**src/rtl/zigzag_quantizer_if.sv**
```systemverilog
// Output stream of the zigzag quantizer: one quantized coefficient per beat
// with a valid/ready handshake.
interface zigzag_quantizer_if #(
    parameter int unsigned OUT_WIDTH = 11
);
    logic                        out_valid;
    logic                        out_ready;
    logic signed [OUT_WIDTH-1:0] out_data;
    logic [5:0]                  out_index;
    logic                        out_last;

    modport master (
        output out_valid,
        output out_data,
        output out_index,
        output out_last,
        input  out_ready
    );

    modport slave (
        input  out_valid,
        input  out_data,
        input  out_index,
        input  out_last,
        output out_ready
    );
endinterface

```
**src/rtl/zigzag_quantizer.sv**
```systemverilog
// Reads one 8x8 DCT block in zigzag order, multiplies each coefficient by its
// reciprocal quant step, rounds, saturates and streams it out with backpressure.
module zigzag_quantizer #(
    parameter int unsigned OUT_WIDTH = 11
) (
    input  logic        clock,
    input  logic        nreset,
    input  logic        start,
    output logic [5:0]  coef_read_addr,
    input  logic [15:0] coef_read_data,
    output logic [5:0]  qtable_read_addr,
    input  logic [15:0] qtable_read_data,
    output logic        busy,
    output logic        finished,
    zigzag_quantizer_if.master out_if
);

    localparam int unsigned PW         = 34;
    localparam int unsigned FRAC_SHIFT = 20;

    localparam logic signed [PW-1:0] ROUND_BIAS = PW'(2 ** 19);
    localparam logic signed [PW-1:0] Q_MAX      = PW'((2 ** (OUT_WIDTH - 1)) - 1);
    localparam logic signed [PW-1:0] Q_MIN      = PW'(-(2 ** (OUT_WIDTH - 1)));

    localparam logic [1:0] IDLE  = 2'd0;
    localparam logic [1:0] RUN   = 2'd1;
    localparam logic [1:0] DRAIN = 2'd2;

    localparam logic [5:0] ZIGZAG [64] = '{
        6'd0,  6'd1,  6'd8,  6'd16, 6'd9,  6'd2,  6'd3,  6'd10,
        6'd17, 6'd24, 6'd32, 6'd25, 6'd18, 6'd11, 6'd4,  6'd5,
        6'd12, 6'd19, 6'd26, 6'd33, 6'd40, 6'd48, 6'd41, 6'd34,
        6'd27, 6'd20, 6'd13, 6'd6,  6'd7,  6'd14, 6'd21, 6'd28,
        6'd35, 6'd42, 6'd49, 6'd56, 6'd57, 6'd50, 6'd43, 6'd36,
        6'd29, 6'd22, 6'd15, 6'd23, 6'd30, 6'd37, 6'd44, 6'd51,
        6'd58, 6'd59, 6'd52, 6'd45, 6'd38, 6'd31, 6'd39, 6'd46,
        6'd53, 6'd60, 6'd61, 6'd54, 6'd47, 6'd55, 6'd62, 6'd63
    };

    logic [1:0]                  state_q,    state_d;
    logic [5:0]                  iss_k_q,    iss_k_d;
    logic                        a_vld_q,    a_vld_d;
    logic [5:0]                  a_k_q,      a_k_d;
    logic [5:0]                  addr_q,     addr_d;
    logic                        d_vld_q,    d_vld_d;
    logic [5:0]                  d_k_q,      d_k_d;
    logic [6:0]                  acc_k_q,    acc_k_d;
    logic                        o_vld_q,    o_vld_d;
    logic signed [OUT_WIDTH-1:0] o_data_q,   o_data_d;
    logic [5:0]                  o_k_q,      o_k_d;
    logic                        o_last_q,   o_last_d;
    logic                        s_vld_q,    s_vld_d;
    logic signed [OUT_WIDTH-1:0] s_data_q,   s_data_d;
    logic [5:0]                  s_k_q,      s_k_d;
    logic                        s_last_q,   s_last_d;
    logic                        busy_q,     busy_d;
    logic                        finished_q, finished_d;

    logic signed [PW-1:0]        coef_ext_c;
    logic signed [PW-1:0]        recip_ext_c;
    logic signed [PW-1:0]        prod_c;
    logic signed [PW-1:0]        shifted_c;
    logic signed [OUT_WIDTH-1:0] q_c;
    logic                        pop_c;
    logic                        push_c;
    logic                        advance_c;

    // Q12.4 coefficient times Q0.16 reciprocal, rounded half-up, then clamped
    always_comb begin
        coef_ext_c  = {{(PW - 16){coef_read_data[15]}}, coef_read_data};
        recip_ext_c = {{(PW - 16){1'b0}}, qtable_read_data};
        prod_c      = coef_ext_c * recip_ext_c + ROUND_BIAS;
        shifted_c   = prod_c >>> FRAC_SHIFT;
        if (shifted_c > Q_MAX) begin
            q_c = Q_MAX[OUT_WIDTH-1:0];
        end else if (shifted_c < Q_MIN) begin
            q_c = Q_MIN[OUT_WIDTH-1:0];
        end else begin
            q_c = shifted_c[OUT_WIDTH-1:0];
        end
    end

    // Output register plus one skid entry; the read address only advances when
    // the word it fetches is certain to find room, otherwise it is re-read and
    // stale repeats are dropped by matching against the next expected k.
    always_comb begin
        state_d    = state_q;
        iss_k_d    = iss_k_q;
        a_vld_d    = a_vld_q;
        a_k_d      = a_k_q;
        addr_d     = addr_q;
        d_vld_d    = a_vld_q;
        d_k_d      = a_k_q;
        acc_k_d    = acc_k_q;
        o_vld_d    = o_vld_q;
        o_data_d   = o_data_q;
        o_k_d      = o_k_q;
        o_last_d   = o_last_q;
        s_vld_d    = s_vld_q;
        s_data_d   = s_data_q;
        s_k_d      = s_k_q;
        s_last_d   = s_last_q;
        busy_d     = busy_q;
        finished_d = finished_q;

        pop_c  = o_vld_q && out_if.out_ready;
        push_c = d_vld_q && ({1'b0, d_k_q} == acc_k_q) && (!(o_vld_q && s_vld_q) || pop_c);

        if (pop_c) begin
            if (s_vld_q) begin
                o_data_d = s_data_q;
                o_k_d    = s_k_q;
                o_last_d = s_last_q;
            end else begin
                o_vld_d = 1'b0;
            end
            s_vld_d = 1'b0;
        end

        if (push_c) begin
            if (!o_vld_d) begin
                o_vld_d  = 1'b1;
                o_data_d = q_c;
                o_k_d    = d_k_q;
                o_last_d = (d_k_q == 6'd63);
            end else begin
                s_vld_d  = 1'b1;
                s_data_d = q_c;
                s_k_d    = d_k_q;
                s_last_d = (d_k_q == 6'd63);
            end
            acc_k_d = acc_k_q + 7'd1;
        end

        advance_c = !(o_vld_d && s_vld_d);
        if (advance_c) begin
            a_vld_d = 1'b0;
            addr_d  = 6'd0;
        end

        case (state_q)
            IDLE: begin
                if (start) begin
                    state_d    = RUN;
                    a_vld_d    = 1'b1;
                    a_k_d      = 6'd0;
                    addr_d     = ZIGZAG[0];
                    iss_k_d    = 6'd1;
                    acc_k_d    = 7'd0;
                    busy_d     = 1'b1;
                    finished_d = 1'b0;
                end
            end
            RUN: begin
                if (advance_c) begin
                    a_vld_d = 1'b1;
                    a_k_d   = iss_k_q;
                    addr_d  = ZIGZAG[iss_k_q];
                    iss_k_d = iss_k_q + 6'd1;
                    if (iss_k_q == 6'd63) begin
                        state_d = DRAIN;
                    end
                end
            end
            DRAIN: begin
                if (pop_c && o_last_q) begin
                    state_d    = IDLE;
                    busy_d     = 1'b0;
                    finished_d = 1'b1;
                end
            end
            default: state_d = IDLE;
        endcase
    end

    always_ff @(posedge clock or negedge nreset) begin
        if (!nreset) begin
            state_q    <= IDLE;
            iss_k_q    <= '0;
            a_vld_q    <= 1'b0;
            a_k_q      <= '0;
            addr_q     <= '0;
            d_vld_q    <= 1'b0;
            d_k_q      <= '0;
            acc_k_q    <= '0;
            o_vld_q    <= 1'b0;
            o_data_q   <= '0;
            o_k_q      <= '0;
            o_last_q   <= 1'b0;
            s_vld_q    <= 1'b0;
            s_data_q   <= '0;
            s_k_q      <= '0;
            s_last_q   <= 1'b0;
            busy_q     <= 1'b0;
            finished_q <= 1'b0;
        end else begin
            state_q    <= state_d;
            iss_k_q    <= iss_k_d;
            a_vld_q    <= a_vld_d;
            a_k_q      <= a_k_d;
            addr_q     <= addr_d;
            d_vld_q    <= d_vld_d;
            d_k_q      <= d_k_d;
            acc_k_q    <= acc_k_d;
            o_vld_q    <= o_vld_d;
            o_data_q   <= o_data_d;
            o_k_q      <= o_k_d;
            o_last_q   <= o_last_d;
            s_vld_q    <= s_vld_d;
            s_data_q   <= s_data_d;
            s_k_q      <= s_k_d;
            s_last_q   <= s_last_d;
            busy_q     <= busy_d;
            finished_q <= finished_d;
        end
    end

    assign coef_read_addr   = addr_q;
    assign qtable_read_addr = addr_q;
    assign busy             = busy_q;
    assign finished         = finished_q;
    assign out_if.out_valid = o_vld_q;
    assign out_if.out_data  = o_data_q;
    assign out_if.out_index = o_k_q;
    assign out_if.out_last  = o_last_q;

endmodule
```
**src/flat_wrapper.sv**
```systemverilog
// flat-port wrapper written by rule: the top's interface ports become plain ports
module zigzag_quantizer_flat 
#(
    parameter int unsigned OUT_WIDTH = 11
)
  (clock, nreset, start, coef_read_addr, coef_read_data, qtable_read_addr, qtable_read_data, busy, finished, out_if_out_valid, out_if_out_data, out_if_out_index, out_if_out_last, out_if_out_ready);
  zigzag_quantizer_if #(.OUT_WIDTH(OUT_WIDTH)) out_if_i ();
  input  logic clock;
  input  logic nreset;
  input  logic start;
  output logic [5:0] coef_read_addr;
  input  logic [15:0] coef_read_data;
  output logic [5:0] qtable_read_addr;
  input  logic [15:0] qtable_read_data;
  output logic busy;
  output logic finished;
  output wire logic [$bits(out_if_i.out_valid)-1:0] out_if_out_valid;
  output wire logic [$bits(out_if_i.out_data)-1:0] out_if_out_data;
  output wire logic [$bits(out_if_i.out_index)-1:0] out_if_out_index;
  output wire logic [$bits(out_if_i.out_last)-1:0] out_if_out_last;
  input wire logic [$bits(out_if_i.out_ready)-1:0] out_if_out_ready;
  assign out_if_out_valid = out_if_i.out_valid;
  assign out_if_out_data = out_if_i.out_data;
  assign out_if_out_index = out_if_i.out_index;
  assign out_if_out_last = out_if_i.out_last;
  assign out_if_i.out_ready = out_if_out_ready;
  zigzag_quantizer #(.OUT_WIDTH(OUT_WIDTH)) u_core (.clock(clock), .nreset(nreset), .start(start), .coef_read_addr(coef_read_addr), .coef_read_data(coef_read_data), .qtable_read_addr(qtable_read_addr), .qtable_read_data(qtable_read_data), .busy(busy), .finished(finished), .out_if(out_if_i));
endmodule
```
**config.mk**
```make
export PLATFORM = sky130hd
export DESIGN_NAME = zigzag_quantizer_flat
export DESIGN_NICKNAME = d
export VERILOG_FILES = /design/src/rtl/zigzag_quantizer_if.sv /design/src/rtl/zigzag_quantizer.sv /design/src/flat_wrapper.sv
export SDC_FILE = /design/constraint.sdc
export NUM_CORES = 1
export LEC_CHECK = 0
export CAP_MARGIN = 0
export CORE_MARGIN = 3
export CORE_UTILIZATION = 55
export DETAILED_ROUTE_END_ITERATION = 12
export HOLD_SLACK_MARGIN = 0.12
export PLACE_DENSITY = 0.74
export SLEW_MARGIN = 0
export SYNTH_ARGS = -nofsm -noshare
export SYNTH_HDL_FRONTEND = slang
export SYNTH_SLANG_ARGS = --single-unit
```
**constraint.sdc**
```tcl
create_clock -name clock -period 7.4 [get_ports clock]
set_input_delay 1.11 -clock clock [delete_from_list [all_inputs] [get_ports clock]]
set_output_delay 1.11 -clock clock [all_outputs]
set_load 0.1 [all_outputs]
```
==> results_dict.tcl <==
# collected from the flow reports
set metrics [dict create \
    drtIter0Drc 495 \
    status "complete, no violations" \
    edf_count 0 \
    min_path_type "flip-flop to flip-flop" \
    htreeDepth 3 \
    fp_util_pct 56.5 \
    cp_num_buf_inv 7 \
    arrival_ns 7.41 \
    avgSynthCellArea_um2 8.86 \
    clock_sinks 75 \
    post-place-ws_ns -0.327 \
    cp_slowest_cell "fa_1" \
    ant_nets 0 \
    grt_max_degree 76 \
    core_area_um2 22800 \
    cp_cell_sequence "clkdlybuf4s50_1, buf_6, buf_6, nand2_1, fa_1, inv_1, fa_1, fa_1, fa_1, fa_1, inv_1, fa_1, inv_2, ha_4, and4_4, and2_4, nand3_2, o311a_4, or2_2, o221a_2, nor3_2, buf_4, o21a_1, o22ai_1" \
    grt_pass1_wl_um 53500 \
    antenna_cells 0 \
    finalSetupViolCount 0 \
    port-buffer-count 68 \
    avgViaCountPerCell 5.47 \
    synthArstFlopShare_pct 100 \
    dpl.cell_count 1891 \
    antenna_found_initial 0 \
    tightest_slew_ns 1.24 \
    grt_overflow_total 0 \
    finClkSkew_ns 0.00684 \
    cp-start-kind "input port" \
    place.gp.congestion 0.944 \
    drive_gt1_share_pct 13.1 \
    yosysWarnings 0 \
    ys_seq_elements 75 \
    crit_family "adder cells" \
    relSlewSlack_pct 17.0 \
    root_buffer "clkbuf_16" \
    path_clk_slew_ns 0.06 \
    grt.total_usage_pct 25.3 \
    die_h_um 159 \
    fin_crit_sh_pct 97.7 \
    ys_cells 1452 \
    tool_warnings 39 \
    syn_nets 1821 \
    clock_latency_ns 0.33 \
    crit_path_end_kind "flip-flop" \
    ys_seq_share_pct 14.6 \
    drv_cap 0 \
    yosys_area_um2 12900 \
    cp.required_ns 7.58 \
    final_max_slew_viol_count 0 \
    chip_area_um2 25300 \
    clockBufferDepth 2 \
    hold_buffers 0 \
    syn_inst 1452 \
    fin_crit_ns 7.23 \
    cts_buffers 9 \
    top_level_ports 69 \
    cpMostUsedCell "fa_1" \
    timing.final.hold_violations 0 \
    critPathMaxFanout 8 \
    die_w_um 159 \
    fmax_mhz 138 \
    cts_tree "done" \
    max_stage_delay_ns 0.57 \
    rows 55 \
    ys.flop_type "dfrtp_1" \
    fin_nets 1975 \
    finalSetupTns_ns 0 \
    drc 0 \
    worst-setup-path-type "input port to flip-flop" \
    grt_pass1_vias 11000 \
    synth.distinct_cells 70 \
    dr.pass1.iters 7 \
    syn-cell-area_um2 12900 \
    dp_hpwl_um 25300 \
]
metrics by stage:
step	cell area [µm²]	util (%)	hold WS (ns)
2_1_floorplan	12900	-	0.354
3_3_place_gp	14600	64.3	0.360
3_5_place_dp	14600	64.3	0.368
4_1_cts	14900	65.6	0.381
5_1_grt	15400	67.5	0.392
6_report	15400	67.5	0.382
timing repair:
action | in CTS | in global routing
setup endpoints to repair | 1 | 20
pin swaps | 0 | 34
gates resized | 2 | 65
gates cloned | 0 | 5
buffers inserted | 0 | 13
cell type report:
class                      instances  area [µm²]
timing repair buffer             210        1940
clock inverter                     5        52.6
tap                              313         392
multi-input combinational       1060        9930
sequential                        75        1880
clock buffer                      11         243
inverter                         250         938
fill                            1746        7410
kinds of logic after synthesis:
kind of cell / share of synthesized area [%]
muxes: 2.67
adders and majority gates: 43.7
AOI/OAI and AO/OA: 9.82
and+or+nand+nor: 18.0
DFF: 14.6
xor gates and xnor gates: 1.70
buffers and inverters: 9.52
final timing paths:
kind / start / cells past startpoint / slack (ns) / to
setup / recovery: qtable_read_data[5] / 24 / 0.17 / u_core.out_if.out_data[9]
hold / removal: u_core.a_k_q[0] / 0 / 0.38 / u_core.d_k_q[0]
setup reg to reg: u_core.d_k_q[0] / 9 / 4.42 / u_core.out_if.out_data[4]
hold reg to reg: u_core.a_k_q[0] / 0 / 0.38 / u_core.d_k_q[0]
max in group asynchronous: nreset / 1 / 5.89 / u_core.s_k_q[0]
min in group asynchronous: nreset / 1 / 0.91 / u_core.coef_read_addr[2]
cells in the final DEF, fill, tap and decap left out, types with 12 or more instances in the layout:
| master | n |
|---|---|
| a21oi_1 | 36 |
| nand2b_1 | 12 |
| nor2_1 | 61 |
| o21ai_0 | 48 |
| xor2_1 | 13 |
| buf_4 | 120 |
| and2_1 | 122 |
| nand2_1 | 220 |
| dfrtp_1 | 75 |
| ha_1 | 134 |
| inv_1 | 247 |
| fa_1 | 185 |
| o211ai_1 | 21 |
| buf_6 | 14 |
| nand4_1 | 13 |
| nand3_1 | 12 |
| clkdlybuf4s50_1 | 48 |
| dlymetal6s2s_1 | 19 |
| mux2i_1 | 23 |
cell usage after synthesis, types with 5 or more instances:
master	count	area, µm²
dfrtp_1	75	1880
o21ai_0	49	245
o21a_1	7	52.6
buf_4	6	45.0
nand2_1	220	826
ha_1	140	1750
nand4_1	13	81.3
nand2b_1	12	75.1
o22ai_1	5	31.3
inv_1	248	931
o211ai_1	21	158
mux2i_1	23	230
a31oi_1	7	43.8
a21oi_1	40	200
o21ai_1	7	35.0
a21o_1	6	45.0
o31ai_1	6	45.0
fa_1	193	3860
o21bai_1	5	37.5
clkbuf_1	53	199
nor2_1	62	233
and2_1	123	769
a221oi_1	5	43.8
xor2_1	14	123
nor3_1	12	60.1
xnor2_1	11	96.3
nand3_1	13	65.1
per-layer routing:
| layer | GRT usage [%] | up-vias | wire length (µm) | share of wire (%) |
|---|---|---|---|---|
| met3 | 2.32 | 64 | 1560 | 4.9 |
| met1 | 33.7 | 5210 | 13400 | 42 |
| met4 | 6.80 | 0 | 942 | 3.0 |
| met5 | 0 | - | 0 | 0 |
| li1 | - | 4907 | - | - |
| met2 | 44.6 | 337 | 16000 | 50 |
Fig. 1: sizing map
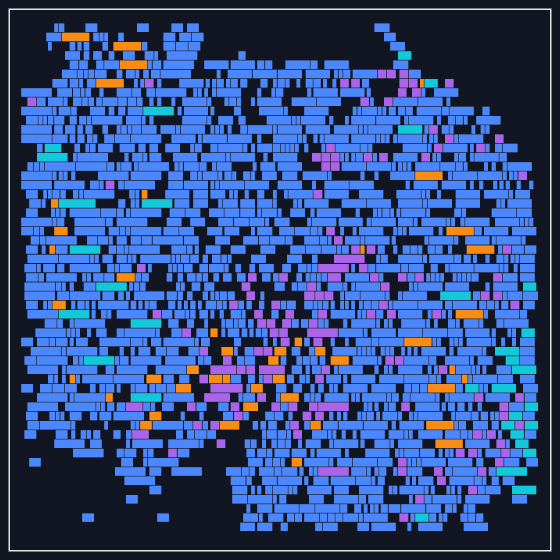
Key: _2 cells = orange [cells 45, share 2.8%]; _3 and _4 cells = purple [cells 134, share 8.3%]; _6 and larger = cyan [cells 32, share 2.0%]; _0 and _1 cells = blue [cells 1400, share 87%]
area delta synth->final: 19.5%
final instance area: 15400 µm²
setup slack after layout: 0.173 ns

Fig. 2: gate families picked out
Scale bar: 50 µm.
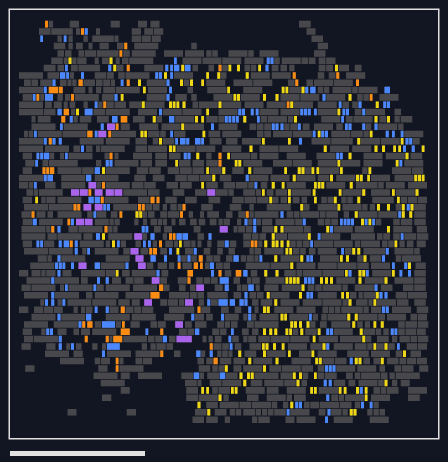
Key: NOR gates = orange [cells 82, most used nor2_1]; inverters = yellow [cells 250, most used inv_1]; NAND gates = blue [cells 264, most used nand2_1]; XOR/XNOR gates = purple [cells 25, most used xor2_1, where west]
Comb area share: 64.6%
highest-count logic cell in the final layout: inv_1
fin cells: 1924

Fig. 3: congestion heat map
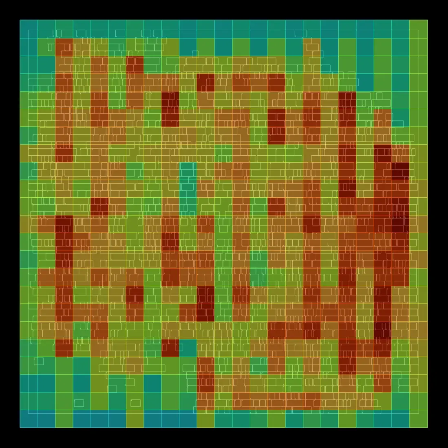
met3 usage: 2.32%
met2 Use GR: 44.6%
final core occ: 67.5%
DR WL/cell: 16.6 µm

Fig. 4: the metal 3 layer
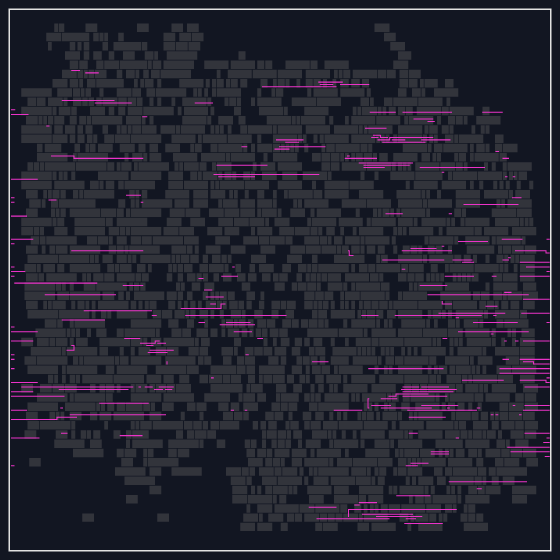
The wires run mostly horizontal. 160 nets have wire on it. The layer holds 4.9% of the routed length.
Vias: 10.5k
final wirelength: 31900 µm

